===== config.mk =====
export PLATFORM = sky130hd
export DESIGN_NAME = hamming_enc_scheduler
export DESIGN_NICKNAME = d
export VERILOG_FILES = /design/src/rtl/hamming_pkg.sv /design/src/rtl/rr_arbiter2.sv /design/src/rtl/hamming_enc_scheduler.sv
export SDC_FILE = /design/constraint.sdc
export NUM_CORES = 1
export LEC_CHECK = 0
export CAP_MARGIN = 20
export CELL_PAD_IN_SITES_DETAIL_PLACEMENT = 1
export CELL_PAD_IN_SITES_GLOBAL_PLACEMENT = 1
export CORE_MARGIN = 2
export CORE_UTILIZATION = 35
export DETAILED_ROUTE_END_ITERATION = 16
export PLACE_DENSITY = 0.81
export SLEW_MARGIN = 20
export SYNTH_ARGS = -nofsm -noshare
export SYNTH_HDL_FRONTEND = slang
export SYNTH_SLANG_ARGS = --single-unit

===== constraint.sdc =====
create_clock -name clk -period 1.87 [get_ports clk]
set_input_delay 0.374 -clock clk [delete_from_list [all_inputs] [get_ports clk]]
set_output_delay 0.374 -clock clk [all_outputs]
set_load 0.02 [all_outputs]

===== src/rtl/hamming_pkg.sv =====
// Shared types and widths for the Hamming(7,4) encoder scheduler.
package hamming_pkg;

  localparam int DATA_W = 4;
  localparam int CODE_W = 7;
  localparam int BYTE_W = 8;

  typedef enum logic [2:0] {
    ST_IDLE    = 3'd0,
    ST_LOAD_LO = 3'd1,
    ST_WAIT_LO = 3'd2,
    ST_OUT_LO  = 3'd3,
    ST_LOAD_HI = 3'd4,
    ST_WAIT_HI = 3'd5,
    ST_OUT_HI  = 3'd6
  } state_t;

endpackage


===== src/rtl/rr_arbiter2.sv =====
// Two-requester round-robin arbiter. The requester that did not win last
// time wins a tie; ready is a combinational pulse gated by the idle qualifier.
module rr_arbiter2 (
  input  logic       clk,
  input  logic       rst,
  input  logic       idle,
  input  logic [1:0] req_valid,
  output logic [1:0] req_ready,
  output logic       grant
);

  logic last_grant;

  // Grant selection and ready generation
  always_comb begin
    grant     = (req_valid == 2'b11) ? ~last_grant : (req_valid[1] & ~req_valid[0]);
    req_ready = 2'b00;
    if (idle) req_ready[grant] = req_valid[grant];
  end

  // Remember the last winner; reset value 1 lets requester 0 win first
  always_ff @(posedge clk or posedge rst) begin
    if (rst)             last_grant <= 1'b1;
    else if (|req_ready) last_grant <= grant;
  end

endmodule


===== src/rtl/hamming_enc_scheduler.sv =====
// Shares one Hamming(7,4) encoder between two byte requesters. Each byte is
// encoded as two nibbles (low first); codewords leave on a valid/ready port.
module hamming_enc_scheduler
  import hamming_pkg::*;
#(
  parameter int TIMEOUT = 8
) (
  input  logic              clk,
  input  logic              rst,
  input  logic              req0_valid,
  input  logic [BYTE_W-1:0] req0_data,
  output logic              req0_ready,
  input  logic              req1_valid,
  input  logic [BYTE_W-1:0] req1_data,
  output logic              req1_ready,
  output logic              enc_ena,
  output logic [DATA_W-1:0] enc_data,
  input  logic [CODE_W-1:0] enc_code,
  input  logic              enc_valid,
  output logic              cw_valid,
  output logic [CODE_W-1:0] cw_data,
  output logic              cw_src,
  output logic              cw_hi,
  input  logic              cw_ready,
  output logic              busy,
  output logic              timeout_err,
  input  logic              err_clr
);

  localparam int CNT_W = $clog2(TIMEOUT + 1);
  localparam logic [CNT_W-1:0] CNT_LIM = CNT_W'(TIMEOUT - 1);

  state_t            state, state_nx;
  logic [BYTE_W-1:0] byte_q;
  logic              src_q;
  logic [CODE_W-1:0] code_q;
  logic [CNT_W-1:0]  cnt;
  logic [1:0]        rdy;
  logic              grant;
  logic              accept;
  logic              wd_fire;

  // Readies are forced low while reset is held so every output reads 0
  rr_arbiter2 u_arb (
    .clk       (clk),
    .rst       (rst),
    .idle      ((state == ST_IDLE) & ~rst),
    .req_valid ({req1_valid, req0_valid}),
    .req_ready (rdy),
    .grant     (grant)
  );

  assign req0_ready = rdy[0];
  assign req1_ready = rdy[1];
  assign accept     = |rdy;
  assign busy       = (state != ST_IDLE);
  assign cw_data    = cw_valid ? code_q : '0;
  assign cw_src     = cw_valid & src_q;

  // Next-state and per-state outputs
  always_comb begin
    state_nx = state;
    enc_ena  = 1'b0;
    enc_data = '0;
    cw_valid = 1'b0;
    cw_hi    = 1'b0;
    wd_fire  = 1'b0;
    unique case (state)
      ST_IDLE:    if (accept) state_nx = ST_LOAD_LO;
      ST_LOAD_LO: begin
        enc_ena  = 1'b1;
        enc_data = byte_q[DATA_W-1:0];
        state_nx = ST_WAIT_LO;
      end
      ST_WAIT_LO: begin
        enc_data = byte_q[DATA_W-1:0];
        if (enc_valid) state_nx = ST_OUT_LO;
        else if (cnt == CNT_LIM) begin
          wd_fire  = 1'b1;
          state_nx = ST_IDLE;
        end
      end
      ST_OUT_LO: begin
        cw_valid = 1'b1;
        if (cw_ready) state_nx = ST_LOAD_HI;
      end
      ST_LOAD_HI: begin
        enc_ena  = 1'b1;
        enc_data = byte_q[BYTE_W-1:DATA_W];
        state_nx = ST_WAIT_HI;
      end
      ST_WAIT_HI: begin
        enc_data = byte_q[BYTE_W-1:DATA_W];
        if (enc_valid) state_nx = ST_OUT_HI;
        else if (cnt == CNT_LIM) begin
          wd_fire  = 1'b1;
          state_nx = ST_IDLE;
        end
      end
      ST_OUT_HI: begin
        cw_valid = 1'b1;
        cw_hi    = 1'b1;
        if (cw_ready) state_nx = ST_IDLE;
      end
      default: state_nx = ST_IDLE;
    endcase
  end

  // State register
  always_ff @(posedge clk or posedge rst) begin
    if (rst) state <= ST_IDLE;
    else     state <= state_nx;
  end

  // Byte/source capture, watchdog counter and codeword register
  always_ff @(posedge clk or posedge rst) begin
    if (rst) begin
      byte_q <= '0;
      src_q  <= 1'b0;
      code_q <= '0;
      cnt    <= '0;
    end else begin
      if (accept) begin
        byte_q <= grant ? req1_data : req0_data;
        src_q  <= grant;
      end
      if (state == ST_LOAD_LO || state == ST_LOAD_HI) cnt <= '0;
      else if (state == ST_WAIT_LO || state == ST_WAIT_HI) cnt <= cnt + 1'b1;
      if ((state == ST_WAIT_LO || state == ST_WAIT_HI) && enc_valid) code_q <= enc_code;
    end
  end

  // Sticky watchdog flag; a new timeout beats a simultaneous clear
  always_ff @(posedge clk or posedge rst) begin
    if (rst)          timeout_err <= 1'b0;
    else if (wd_fire) timeout_err <= 1'b1;
    else if (err_clr) timeout_err <= 1'b0;
  end

endmodule


==> run summary <==
Item: results of the latest flow run.

- The report counts max-capacitance violations totalling 0.
- The critical path buffer and inverter count is 2.
- The async set or reset register ratio after synthesis is 1.00.
- The fraction of synthesized area in multiplexers is 0.125.
- The synthesized design spends more area on one cell type than any other, namely dfrtp_1.
- The launching element type of the critical path is a register.
- The area fraction in compound gates after synthesis is 0.213.
- On the final layout, the worst hold slack is 0.360 ns.
- The detailed-route via count is 1,482.
- Synthesis produced a netlist with a net count of 187.
- The number of H-tree levels is 1.
- The number of setup violations in the final report is 3.
- The area of the die is 5010 um2.
- Per the synthesis report, the number of distinct cell types is 44.
- The uppermost signal routing layer after detailed routing is met4.
- The number of warnings issued by yosys is 0.
- For this design the total switching power over the nets is 1.67 mW.
- The horizontal die dimension is 70.8 um.
- The sequential power reported by the tool is 1.04 mW.
- The number of synthesized flops with an enable pin is 0.
- The timing-limited maximum frequency is 517 MHz.
- The skew report gives the latency at the later pin of the worst-skew pair as 0.28 ns.
- The total power is 3.88 mW.
- 0 antenna diodes ended up in the layout.
- The number of rows created at floorplan is 24.
- Looking at the max-slew report, the worst-margin pin has a slew of 0.372 ns.
- The register with the highest flop count is byte_q.
- The routed metal-1 wire length is 1900 um.
- The non-filler instance count after layout is 280.
- The adder and majority gate portion of the synthesized area is 0.00802.
- The pre-CTS setup slack is -0.430 ns.
- The number of top-level pins is 49.
- The simple-gate area share of the yosys netlist is 0.174.
- The slack of the critical path is -0.0647 ns.
- The relative contribution of sequential cells to total power is 0.268.
- The power report attributes to the clock group a share of 0.091.
- The final reports fail on setup timing.
- For this run, global-route usage on met1 was measured as 0.217.
- Setup repair after global routing could not meet its margin everywhere.
- Across every metal layer, demand over resource in global routing totals 0.184.
- The proportion of synthesized chip area in sequential cells is 0.402.
- The critical path required time is 1.50 ns.
- Combinational cells consume a total of 2.49 mW.
- The first global-routing pass estimated 7470 um of wire.
- The number of cells produced by synthesis is 156.
- The share of the core area taken by cells at floorplan is 0.361.
- The power group with the largest share is combinational logic.
- STA classifies the critical path endpoint as an output port.
- The via count of the first global-routing pass is 1,576.
- The total clock buffers created by CTS is 3.
- The CTS tree is built.
- The library cell contributing the largest single delay on the critical path is dfrtp_1.
- The die extent in y is 70.8 um.
- Adding up every negative setup slack in the final design gives -0.0690 ns.
- The global-route met3 utilization is 0.0285.
- The ratio of final minimum period to clock period is 1.03.
- The arrival time of data at the worst endpoint is listed as 1.56 ns.
- Among all flip-flop cells after synthesis, the most frequent one is dfrtp_1.
- The synthesis stats list as the most numerous cell dfrtp_1.
- Internal power comes to 2.21 mW.
- The combinational group share of total power is 0.641.
- The detailed placer reported the number of placed instances as 270.
- The post-detailed-route DRC marker count is 0.
- Yosys stat counts 156 cells in the synthesized netlist.
- The iteration tally of the first detailed-router pass is 4.
- The run finished, with violations left.
- The total power divided by cell area is 1650 nW/um2.
- The area fraction in xor and xnor cells is 0.0168.
- The routability-driven placement congestion ratio is 0.789.
- The main combinational cell family by area after synthesis is AND-OR/OR-AND gates.
- The met2 routed wirelength is 2630 um.
- The tally of buffers added on design ports is 48.
- The post-DP HPWL is 3510 um.
- The area fraction of the largest cell type after synthesis is 0.385.
- The post-synthesis sequential element count is 25.
- The worst setup skew after layout is 0.00175 ns.
- The cell class contributing the biggest share of worst-path delay is simple AND/OR/NAND/NOR gates.
- In the routed layout, each cell is associated on average with a via count of 5.29.
- The region available for standard cell placement spans 4320 um2.
- Summing over the stages, the warning tally comes to 28.
- The clock passes through at most 2 buffers.
- The logic depth of the worst register-to-register path is 8.
- The detailed-routed wire length on met3 is 139 um.
- The placement stage leaves a total instance area of 2220 um2.
- In the layout the commonest cells are 29 x clkdlybuf4s50_1, 26 x buf_4, 22 x dfrtp_1.
- Dividing the detail-routed wire length by the instance count gives 16.9 um.
## area by class of cell
cell class	instances	area, um2
fill	487	1970
multi-input combinational	117	886
timing repair buffer	77	702
sequential	25	629
tap	52	65.1
clock buffer	3	41.3
inverter	5	21.3
clock inverter	1	7.51
## worst paths after layout
check | from | end | slack (ns)
max | state[0] | req0_ready | -0.06
min | rst | code_q[5] | 0.36
max reg2reg | state[0] | code_q[5] | 0.07
min reg2reg | code_q[3] | code_q[3] | 0.52
max in group asynchronous | rst | u_arb.last_grant | 1.22
min in group clk | code_q[3] | code_q[3] | 0.52
## repair_timing
item	4_1_cts	5_1_grt
pin swaps	2	9
gates resized	80	35
hold buffers	0	0
endpoints found under the setup margin	18	15
setup buffers	1	5
### Cell classes on the final placement

(6 px per um)
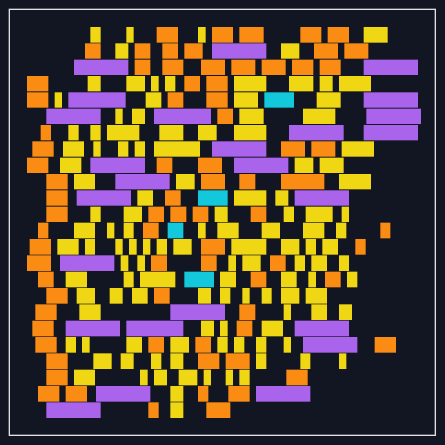
legend:
  orange:
    class: other buffers and delay cells
    cells: 77
    share_of_their_area: 31%
  purple:
    class: flip-flops
    cells: 25
    share_of_their_area: 28%
  yellow:
    class: all other logic
    cells: 122
    share_of_their_area: 40%
  cyan:
    class: clock drivers and dummy loads
    cells: 4
    share_of_their_area: 2.1%
Layout Utilization: 0.544
final standard cell area without fillers: 2350 um2
share of the final layout cell area in sequential cells: 0.268

### Cells by drive strength

(6 px per um)
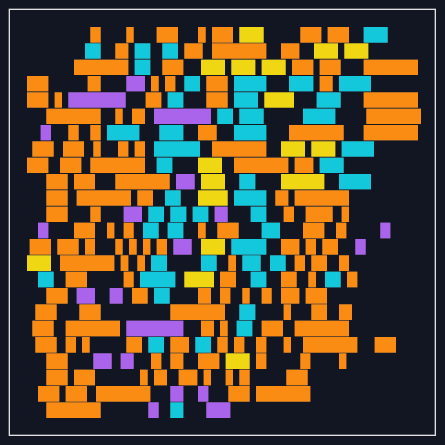
legend:
  purple:
    size: drive 2
    cells: 20
  yellow:
    size: drive 6 and up
    cells: 17
  cyan:
    size: drive 3 to 4
    cells: 48
  orange:
    size: drive 1 or less
    cells: 143
Area Growth Syn to Fin: 50.8%
number of non-clock buffers: 77

### Metal 3

(4 px per um)
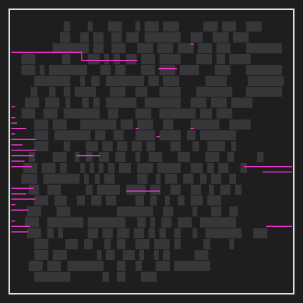
longest straight run: 17.5 um
wire length on this layer: 139 um
nets with wire on the layer: 26
share of all routed wire: 2.9%
main direction: horizontal

No activity file was given, so power comes from the tool's default toggle rates.
